[config.mk]
export PLATFORM = sky130hd
export DESIGN_NAME = multicycle_control_unit_flat
export DESIGN_NICKNAME = d
export VERILOG_FILES = /design/src/rtl/cpu16_pkg.sv /design/src/rtl/multicycle_control_unit_if.sv /design/src/rtl/mcu_output_decode.sv /design/src/rtl/multicycle_control_unit.sv /design/src/flat_wrapper.sv
export SDC_FILE = /design/constraint.sdc
export NUM_CORES = 1
export LEC_CHECK = 0
export ABC_AREA = 1
export CAP_MARGIN = 20
export CORE_ASPECT_RATIO = 1.5
export CORE_MARGIN = 5
export CORE_UTILIZATION = 40
export DETAILED_ROUTE_END_ITERATION = 10
export PLACE_DENSITY = 0.7
export SETUP_SLACK_MARGIN = 0.5
export SKIP_CTS_REPAIR_TIMING = 1
export SYNTH_ARGS = -nofsm -noshare
export SYNTH_HDL_FRONTEND = slang
export SYNTH_SLANG_ARGS = --single-unit
[constraint.sdc]
create_clock -name Clock -period 1.49 [get_ports Clock]
set_clock_uncertainty 0.15 [all_clocks]
set_input_delay 0.3725 -clock Clock [delete_from_list [all_inputs] [get_ports Clock]]
set_output_delay 0.3725 -clock Clock [all_outputs]
set_load 0.02 [all_outputs]
[src/rtl/cpu16_pkg.sv]
// Shared types and encodings for the 16-bit multi-cycle CPU controller.
package cpu16_pkg;

  localparam logic [3:0] OP_RTYPE = 4'h0;
  localparam logic [3:0] OP_ADDI  = 4'h1;
  localparam logic [3:0] OP_ANDI  = 4'h2;
  localparam logic [3:0] OP_ORI   = 4'h3;
  localparam logic [3:0] OP_LW    = 4'h4;
  localparam logic [3:0] OP_SW    = 4'h5;
  localparam logic [3:0] OP_BEQ   = 4'h6;
  localparam logic [3:0] OP_BNE   = 4'h7;
  localparam logic [3:0] OP_HALT  = 4'hF;

  localparam logic [1:0] ALU_ADD   = 2'b00;
  localparam logic [1:0] ALU_SUB   = 2'b01;
  localparam logic [1:0] ALU_FUNCT = 2'b10;
  localparam logic [1:0] ALU_LOGIC = 2'b11;

  localparam logic [1:0] ERR_NONE    = 2'b00;
  localparam logic [1:0] ERR_HALT    = 2'b01;
  localparam logic [1:0] ERR_ILLEGAL = 2'b10;
  localparam logic [1:0] ERR_MEMTO   = 2'b11;

  typedef enum logic [2:0] {
    ST_IDLE   = 3'd0,
    ST_FETCH  = 3'd1,
    ST_DECODE = 3'd2,
    ST_EXEC   = 3'd3,
    ST_MEM    = 3'd4,
    ST_WB     = 3'd5,
    ST_HALT   = 3'd6
  } state_t;

  typedef struct packed {
    logic       ir_write;
    logic       pc_write;
    logic       pc_load_init;
    logic       reg_dst;
    logic       branch;
    logic       mem_read;
    logic       mem_to_reg;
    logic       mem_write;
    logic       alu_src;
    logic       reg_write;
    logic [1:0] alu_op;
    logic       busy;
    logic       halted;
  } ctrl_t;

  // Opcodes 8..E are unassigned; everything else decodes.
  function automatic logic op_is_legal(input logic [3:0] op);
    return (op <= OP_BNE) || (op == OP_HALT);
  endfunction

endpackage

[src/rtl/multicycle_control_unit_if.sv]
// Controller <-> datapath bundle: status in, control lines and counters out.
interface multicycle_control_unit_if;
  logic        Start;
  logic [3:0]  Opcode;
  logic        Zero;
  logic        MemReady;
  logic        IRWrite;
  logic        PCWrite;
  logic        PCLoadInit;
  logic [15:0] PCInit;
  logic        RegDst;
  logic        Branch;
  logic        MemRead;
  logic        MemToReg;
  logic        MemWrite;
  logic        ALUSrc;
  logic        RegWrite;
  logic [1:0]  ALUOp;
  logic        Busy;
  logic        Halted;
  logic [1:0]  ErrCode;
  logic [15:0] InstrCount;

  modport master (
    input  Start, Opcode, Zero, MemReady,
    output IRWrite, PCWrite, PCLoadInit, PCInit, RegDst, Branch, MemRead,
           MemToReg, MemWrite, ALUSrc, RegWrite, ALUOp, Busy, Halted,
           ErrCode, InstrCount
  );

  modport slave (
    output Start, Opcode, Zero, MemReady,
    input  IRWrite, PCWrite, PCLoadInit, PCInit, RegDst, Branch, MemRead,
           MemToReg, MemWrite, ALUSrc, RegWrite, ALUOp, Busy, Halted,
           ErrCode, InstrCount
  );
endinterface

[src/rtl/mcu_output_decode.sv]
// Combinational control-word decode from the current state and latched opcode.
module mcu_output_decode
  import cpu16_pkg::*;
(
  input  state_t     state_i,
  input  logic [3:0] op_i,
  output ctrl_t      ctrl_o
);

  always_comb begin
    ctrl_o = '0;
    case (state_i)
      ST_IDLE: ctrl_o.pc_load_init = 1'b1;
      ST_FETCH: begin
        ctrl_o.busy     = 1'b1;
        ctrl_o.ir_write = 1'b1;
      end
      ST_DECODE: ctrl_o.busy = 1'b1;
      ST_EXEC: begin
        ctrl_o.busy = 1'b1;
        case (op_i)
          OP_RTYPE: begin
            ctrl_o.reg_dst = 1'b1;
            ctrl_o.alu_op  = ALU_FUNCT;
          end
          OP_ADDI, OP_LW, OP_SW: begin
            ctrl_o.alu_src = 1'b1;
            ctrl_o.alu_op  = ALU_ADD;
          end
          OP_ANDI, OP_ORI: begin
            ctrl_o.alu_src = 1'b1;
            ctrl_o.alu_op  = ALU_LOGIC;
          end
          // The datapath picks target vs sequential PC from Branch and Zero.
          OP_BEQ, OP_BNE: begin
            ctrl_o.branch   = 1'b1;
            ctrl_o.alu_op   = ALU_SUB;
            ctrl_o.pc_write = 1'b1;
          end
          default: ;
        endcase
      end
      ST_MEM: begin
        ctrl_o.busy      = 1'b1;
        ctrl_o.alu_src   = 1'b1;
        ctrl_o.alu_op    = ALU_ADD;
        ctrl_o.mem_read  = (op_i == OP_LW);
        ctrl_o.mem_write = (op_i == OP_SW);
      end
      ST_WB: begin
        ctrl_o.busy      = 1'b1;
        ctrl_o.reg_write = 1'b1;
        ctrl_o.pc_write  = 1'b1;
        case (op_i)
          OP_RTYPE: begin
            ctrl_o.reg_dst = 1'b1;
            ctrl_o.alu_op  = ALU_FUNCT;
          end
          OP_LW: ctrl_o.mem_to_reg = 1'b1;
          OP_ADDI: begin
            ctrl_o.alu_src = 1'b1;
            ctrl_o.alu_op  = ALU_ADD;
          end
          OP_ANDI, OP_ORI: begin
            ctrl_o.alu_src = 1'b1;
            ctrl_o.alu_op  = ALU_LOGIC;
          end
          default: ;
        endcase
      end
      ST_HALT: ctrl_o.halted = 1'b1;
      default: ;
    endcase
  end

endmodule

[src/rtl/multicycle_control_unit.sv]
// Multi-cycle sequencer: FETCH/DECODE/EXEC/MEM/WB with memory timeout and halt.
module multicycle_control_unit
  import cpu16_pkg::*;
#(
  parameter int          MEM_TIMEOUT = 8,
  parameter logic [15:0] PC_RESET    = 16'd11
) (
  input  logic                       Clock,
  input  logic                       Reset_n,
  multicycle_control_unit_if.master  bus
);

  localparam logic [7:0] WAIT_LAST = 8'(MEM_TIMEOUT - 1);

  state_t      state_q, state_d;
  logic [3:0]  op_q, op_d;
  logic [7:0]  wait_q, wait_d;
  logic [15:0] cnt_q, cnt_d;
  logic [1:0]  err_q, err_d;
  ctrl_t       ctrl;
  logic        sw_done;

  always_comb begin
    state_d = state_q;
    op_d    = op_q;
    wait_d  = wait_q;
    cnt_d   = cnt_q;
    err_d   = err_q;
    case (state_q)
      ST_IDLE:  if (bus.Start) state_d = ST_FETCH;
      ST_FETCH: state_d = ST_DECODE;
      ST_DECODE: begin
        op_d = bus.Opcode;
        if (!op_is_legal(bus.Opcode)) begin
          state_d = ST_HALT;
          err_d   = ERR_ILLEGAL;
        end else if (bus.Opcode == OP_HALT) begin
          state_d = ST_HALT;
          err_d   = ERR_HALT;
          cnt_d   = cnt_q + 16'd1;
        end else begin
          state_d = ST_EXEC;
        end
      end
      ST_EXEC: begin
        if (op_q == OP_LW || op_q == OP_SW) begin
          state_d = ST_MEM;
        end else if (op_q == OP_BEQ || op_q == OP_BNE) begin
          state_d = ST_FETCH;
          cnt_d   = cnt_q + 16'd1;
        end else begin
          state_d = ST_WB;
        end
      end
      ST_MEM: begin
        if (bus.MemReady) begin
          wait_d = '0;
          if (op_q == OP_SW) begin
            state_d = ST_FETCH;
            cnt_d   = cnt_q + 16'd1;
          end else begin
            state_d = ST_WB;
          end
        end else if (wait_q == WAIT_LAST) begin
          wait_d  = '0;
          state_d = ST_HALT;
          err_d   = ERR_MEMTO;
        end else begin
          wait_d = wait_q + 8'd1;
        end
      end
      ST_WB: begin
        state_d = ST_FETCH;
        cnt_d   = cnt_q + 16'd1;
      end
      ST_HALT: ;
      default: state_d = ST_IDLE;
    endcase
  end

  always_ff @(posedge Clock or negedge Reset_n) begin
    if (!Reset_n) begin
      state_q <= ST_IDLE;
      op_q    <= '0;
      wait_q  <= '0;
      cnt_q   <= '0;
      err_q   <= ERR_NONE;
    end else begin
      state_q <= state_d;
      op_q    <= op_d;
      wait_q  <= wait_d;
      cnt_q   <= cnt_d;
      err_q   <= err_d;
    end
  end

  mcu_output_decode u_dec (
    .state_i (state_q),
    .op_i    (op_q),
    .ctrl_o  (ctrl)
  );

  // A store retires in the MEM cycle that sees MemReady, so its PC pulse
  // is the one output qualified by a live input.
  assign sw_done = (state_q == ST_MEM) && (op_q == OP_SW) && bus.MemReady;

  assign bus.IRWrite    = ctrl.ir_write;
  assign bus.PCWrite    = ctrl.pc_write | sw_done;
  assign bus.PCLoadInit = ctrl.pc_load_init;
  assign bus.PCInit     = PC_RESET;
  assign bus.RegDst     = ctrl.reg_dst;
  assign bus.Branch     = ctrl.branch;
  assign bus.MemRead    = ctrl.mem_read;
  assign bus.MemToReg   = ctrl.mem_to_reg;
  assign bus.MemWrite   = ctrl.mem_write;
  assign bus.ALUSrc     = ctrl.alu_src;
  assign bus.RegWrite   = ctrl.reg_write;
  assign bus.ALUOp      = ctrl.alu_op;
  assign bus.Busy       = ctrl.busy;
  assign bus.Halted     = ctrl.halted;
  assign bus.ErrCode    = err_q;
  assign bus.InstrCount = cnt_q;

endmodule
[src/flat_wrapper.sv]
// flat-port wrapper written by rule: the top's interface ports become plain ports
module multicycle_control_unit_flat import cpu16_pkg::*;
#(
  parameter int          MEM_TIMEOUT = 8,
  parameter logic [15:0] PC_RESET    = 16'd11
)
  (Clock, Reset_n, bus_Start, bus_Opcode, bus_Zero, bus_MemReady, bus_IRWrite, bus_PCWrite, bus_PCLoadInit, bus_PCInit, bus_RegDst, bus_Branch, bus_MemRead, bus_MemToReg, bus_MemWrite, bus_ALUSrc, bus_RegWrite, bus_ALUOp, bus_Busy, bus_Halted, bus_ErrCode, bus_InstrCount);
  multicycle_control_unit_if bus_i ();
  input  logic Clock;
  input  logic Reset_n;
  input wire logic [$bits(bus_i.Start)-1:0] bus_Start;
  input wire logic [$bits(bus_i.Opcode)-1:0] bus_Opcode;
  input wire logic [$bits(bus_i.Zero)-1:0] bus_Zero;
  input wire logic [$bits(bus_i.MemReady)-1:0] bus_MemReady;
  output wire logic [$bits(bus_i.IRWrite)-1:0] bus_IRWrite;
  output wire logic [$bits(bus_i.PCWrite)-1:0] bus_PCWrite;
  output wire logic [$bits(bus_i.PCLoadInit)-1:0] bus_PCLoadInit;
  output wire logic [$bits(bus_i.PCInit)-1:0] bus_PCInit;
  output wire logic [$bits(bus_i.RegDst)-1:0] bus_RegDst;
  output wire logic [$bits(bus_i.Branch)-1:0] bus_Branch;
  output wire logic [$bits(bus_i.MemRead)-1:0] bus_MemRead;
  output wire logic [$bits(bus_i.MemToReg)-1:0] bus_MemToReg;
  output wire logic [$bits(bus_i.MemWrite)-1:0] bus_MemWrite;
  output wire logic [$bits(bus_i.ALUSrc)-1:0] bus_ALUSrc;
  output wire logic [$bits(bus_i.RegWrite)-1:0] bus_RegWrite;
  output wire logic [$bits(bus_i.ALUOp)-1:0] bus_ALUOp;
  output wire logic [$bits(bus_i.Busy)-1:0] bus_Busy;
  output wire logic [$bits(bus_i.Halted)-1:0] bus_Halted;
  output wire logic [$bits(bus_i.ErrCode)-1:0] bus_ErrCode;
  output wire logic [$bits(bus_i.InstrCount)-1:0] bus_InstrCount;
  assign bus_i.Start = bus_Start;
  assign bus_i.Opcode = bus_Opcode;
  assign bus_i.Zero = bus_Zero;
  assign bus_i.MemReady = bus_MemReady;
  assign bus_IRWrite = bus_i.IRWrite;
  assign bus_PCWrite = bus_i.PCWrite;
  assign bus_PCLoadInit = bus_i.PCLoadInit;
  assign bus_PCInit = bus_i.PCInit;
  assign bus_RegDst = bus_i.RegDst;
  assign bus_Branch = bus_i.Branch;
  assign bus_MemRead = bus_i.MemRead;
  assign bus_MemToReg = bus_i.MemToReg;
  assign bus_MemWrite = bus_i.MemWrite;
  assign bus_ALUSrc = bus_i.ALUSrc;
  assign bus_RegWrite = bus_i.RegWrite;
  assign bus_ALUOp = bus_i.ALUOp;
  assign bus_Busy = bus_i.Busy;
  assign bus_Halted = bus_i.Halted;
  assign bus_ErrCode = bus_i.ErrCode;
  assign bus_InstrCount = bus_i.InstrCount;
  multicycle_control_unit #(.MEM_TIMEOUT(MEM_TIMEOUT), .PC_RESET(PC_RESET)) u_core (.Clock(Clock), .Reset_n(Reset_n), .bus(bus_i));
endmodule
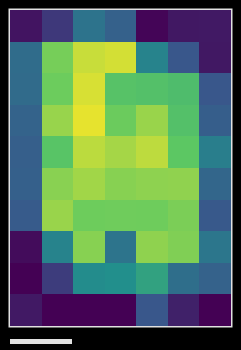
(images/util_map.png)
The bar under the picture is 20 µm long. The die is cut into 7 by 10 equal tiles; dark purple is low, yellow is high, 0 to 100% covered.
36% of the tiles are over 75% full. 8.6% of the tiles are nearly empty. The fullest tile reaches 96%. The emptiest ninth of the die: south-west.
Post-Route Utilization: 67.17%
Initial Utilization: 40.93%

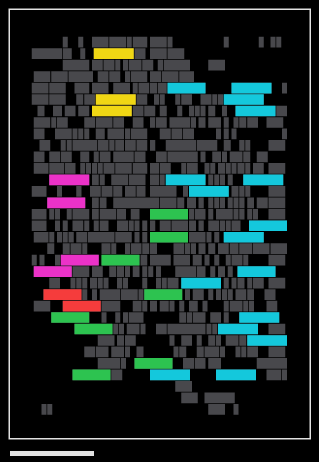
(images/ff_map.png)
The bar under the picture is 20 µm long.
Key: cyan = u_core.bus.InstrCount [placed flops 16]; red = u_core.bus.ErrCode [placed flops 2]; green = u_core.wait_q [placed flops 8]; yellow = u_core.state_q [placed flops 3]; magenta = u_core.op_q [placed flops 4, where west]

==> results.cfg <==
; flow metrics
[synthesis]
topCombFamilyByArea = simple AND/OR/NAND/NOR gates
ff_type = dfrtp_1
mux_share_pct = 0
edf_count = 0
synthTopCellsByCount = nand2_1 (111), nor2_1 (37), dfrtp_1 (33)
aoi_share_pct = 10.38
ys_sh_adder_pct = 1.122
yosys_area_um2 = 2231
synth_seq_share_pct = 37.02
synth_simple_gate_area_share_pct = 36.01
most_common_cell = nand2_1
synthesis.area_um2 = 2231
ys_sh_xor_pct = 3.141

[critical_path]
cp.depth = 6
worstReg2RegEnd = u_core.bus.InstrCount[3]
cp_slowest_cell = dfrtp_2
cp-endpoint = bus_ALUSrc
crit_path_start_kind = flop
cp.required_ns = 0.97
critical_path_peak_fanout = 4
reg2reg_from = u_core.state_q[2]
path_cells = inv_2 > nand2_4 > nor2_4 > o21ai_4 > o211ai_1 > buf_4

[sta]
holdWs_ns = 0.2983
worst_slack_ns = -0.4777
max_freq_mhz = 508.2
finalSetupViolations = 47
hold_violations = 0
rsz0062_at_grt = yes
fin_crit_sh_pct = 132.1

[detailed_routing]
drtPass1Iterations = 4
drt-vias-per-instance = 4.841
drc = 0

[pwr]
powerSeq_mw = 1.50
swShare_pct = 43.72
p_sw_mw = 2.980
seq_power_share_pct = 21.9

[cells_and_area]
comb_share_pct = 38.89
buf_share_pct = 29.36
flop_area_um2 = 847.1
seq_share_pct = 23.14
nClkBuffers = 7
synthToLayoutAreaGrowth_pct = 64.11
ff_count = 33
n_all_buffers = 117
num_antenna_cells = 0
logic_area_um2 = 1424
inverters = 29
largest_reg_flops = 16

[place]
dpl.hpwl_um = 4826
gp_congestion = 0.8364
portBuffers = 39

[global_routing]
grt_max_degree = 34
grt-ovfl-total = 0

[job]
cap_violations = 0

[min_path]
hold_path.class = in2async

[die]
die-area_um2 = 7201
die.size.x_um = 70.98
tapCellCount = 70
rows = 33

[outcome]
failed_checks = negative setup slack
status = finished, violations left

[clocking]
cts_max_path_buffers = 2
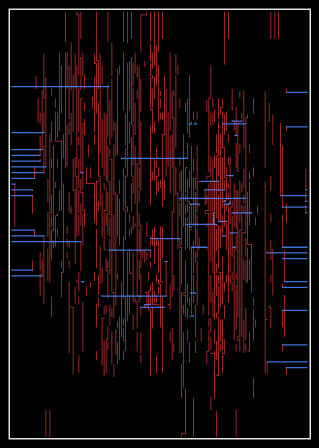
(images/layers.png)
Only two layers are drawn.
Key: red = M2 [wire length 3,790 µm]; blue = M3 [wire length 323 µm]

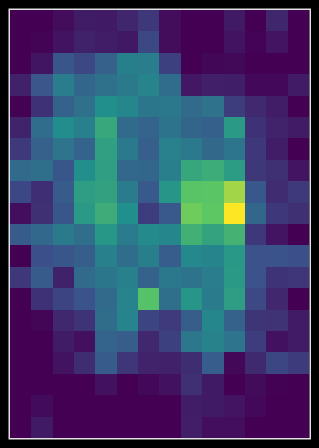
(images/route_heat.png)
The die is cut into 14 by 20 equal tiles; dark purple is low, yellow is high, scaled to the fullest tile. Values are wire area over tile area, all layers added.
The densest ninth of the die: center. The mean over all tiles is 0.15. The emptiest ninth of the die: south-west. The fullest tile reaches 0.67.
wire per inst: 13.10 µm
final wirelength: 6682 µm
gr usage total: 18.08%
vias post-DR: 2,469

## metal layers
metal | routed length [µm] | track usage, % | part of all wire [%] | vias to the layer above
met1 | 2358 | 18.32 | 35 | 1143
met5 | 0 | 0 | 0 | -
met4 | 206 | 9.551 | 3.1 | 0
met3 | 322 | 3.774 | 4.8 | 20
met2 | 3794 | 34.17 | 57 | 79
li1 | - | - | - | 1227
## metrics by stage
stage	setup WS [ns]	std cells	power, mW	utilization (%)	cell area (µm²)
floorplan	-0.3320	335	3.575	-	2470
global placement	-0.6360	491	5.243	61.25	3338
detailed placement	-0.6533	491	5.316	61.25	3338
CTS	-0.9795	499	6.234	63.38	3455
global route	-0.5527	510	7.270	67.17	3661
finish	-0.4777	510	6.817	67.17	3661
Power and IR drop assume default switching activity.
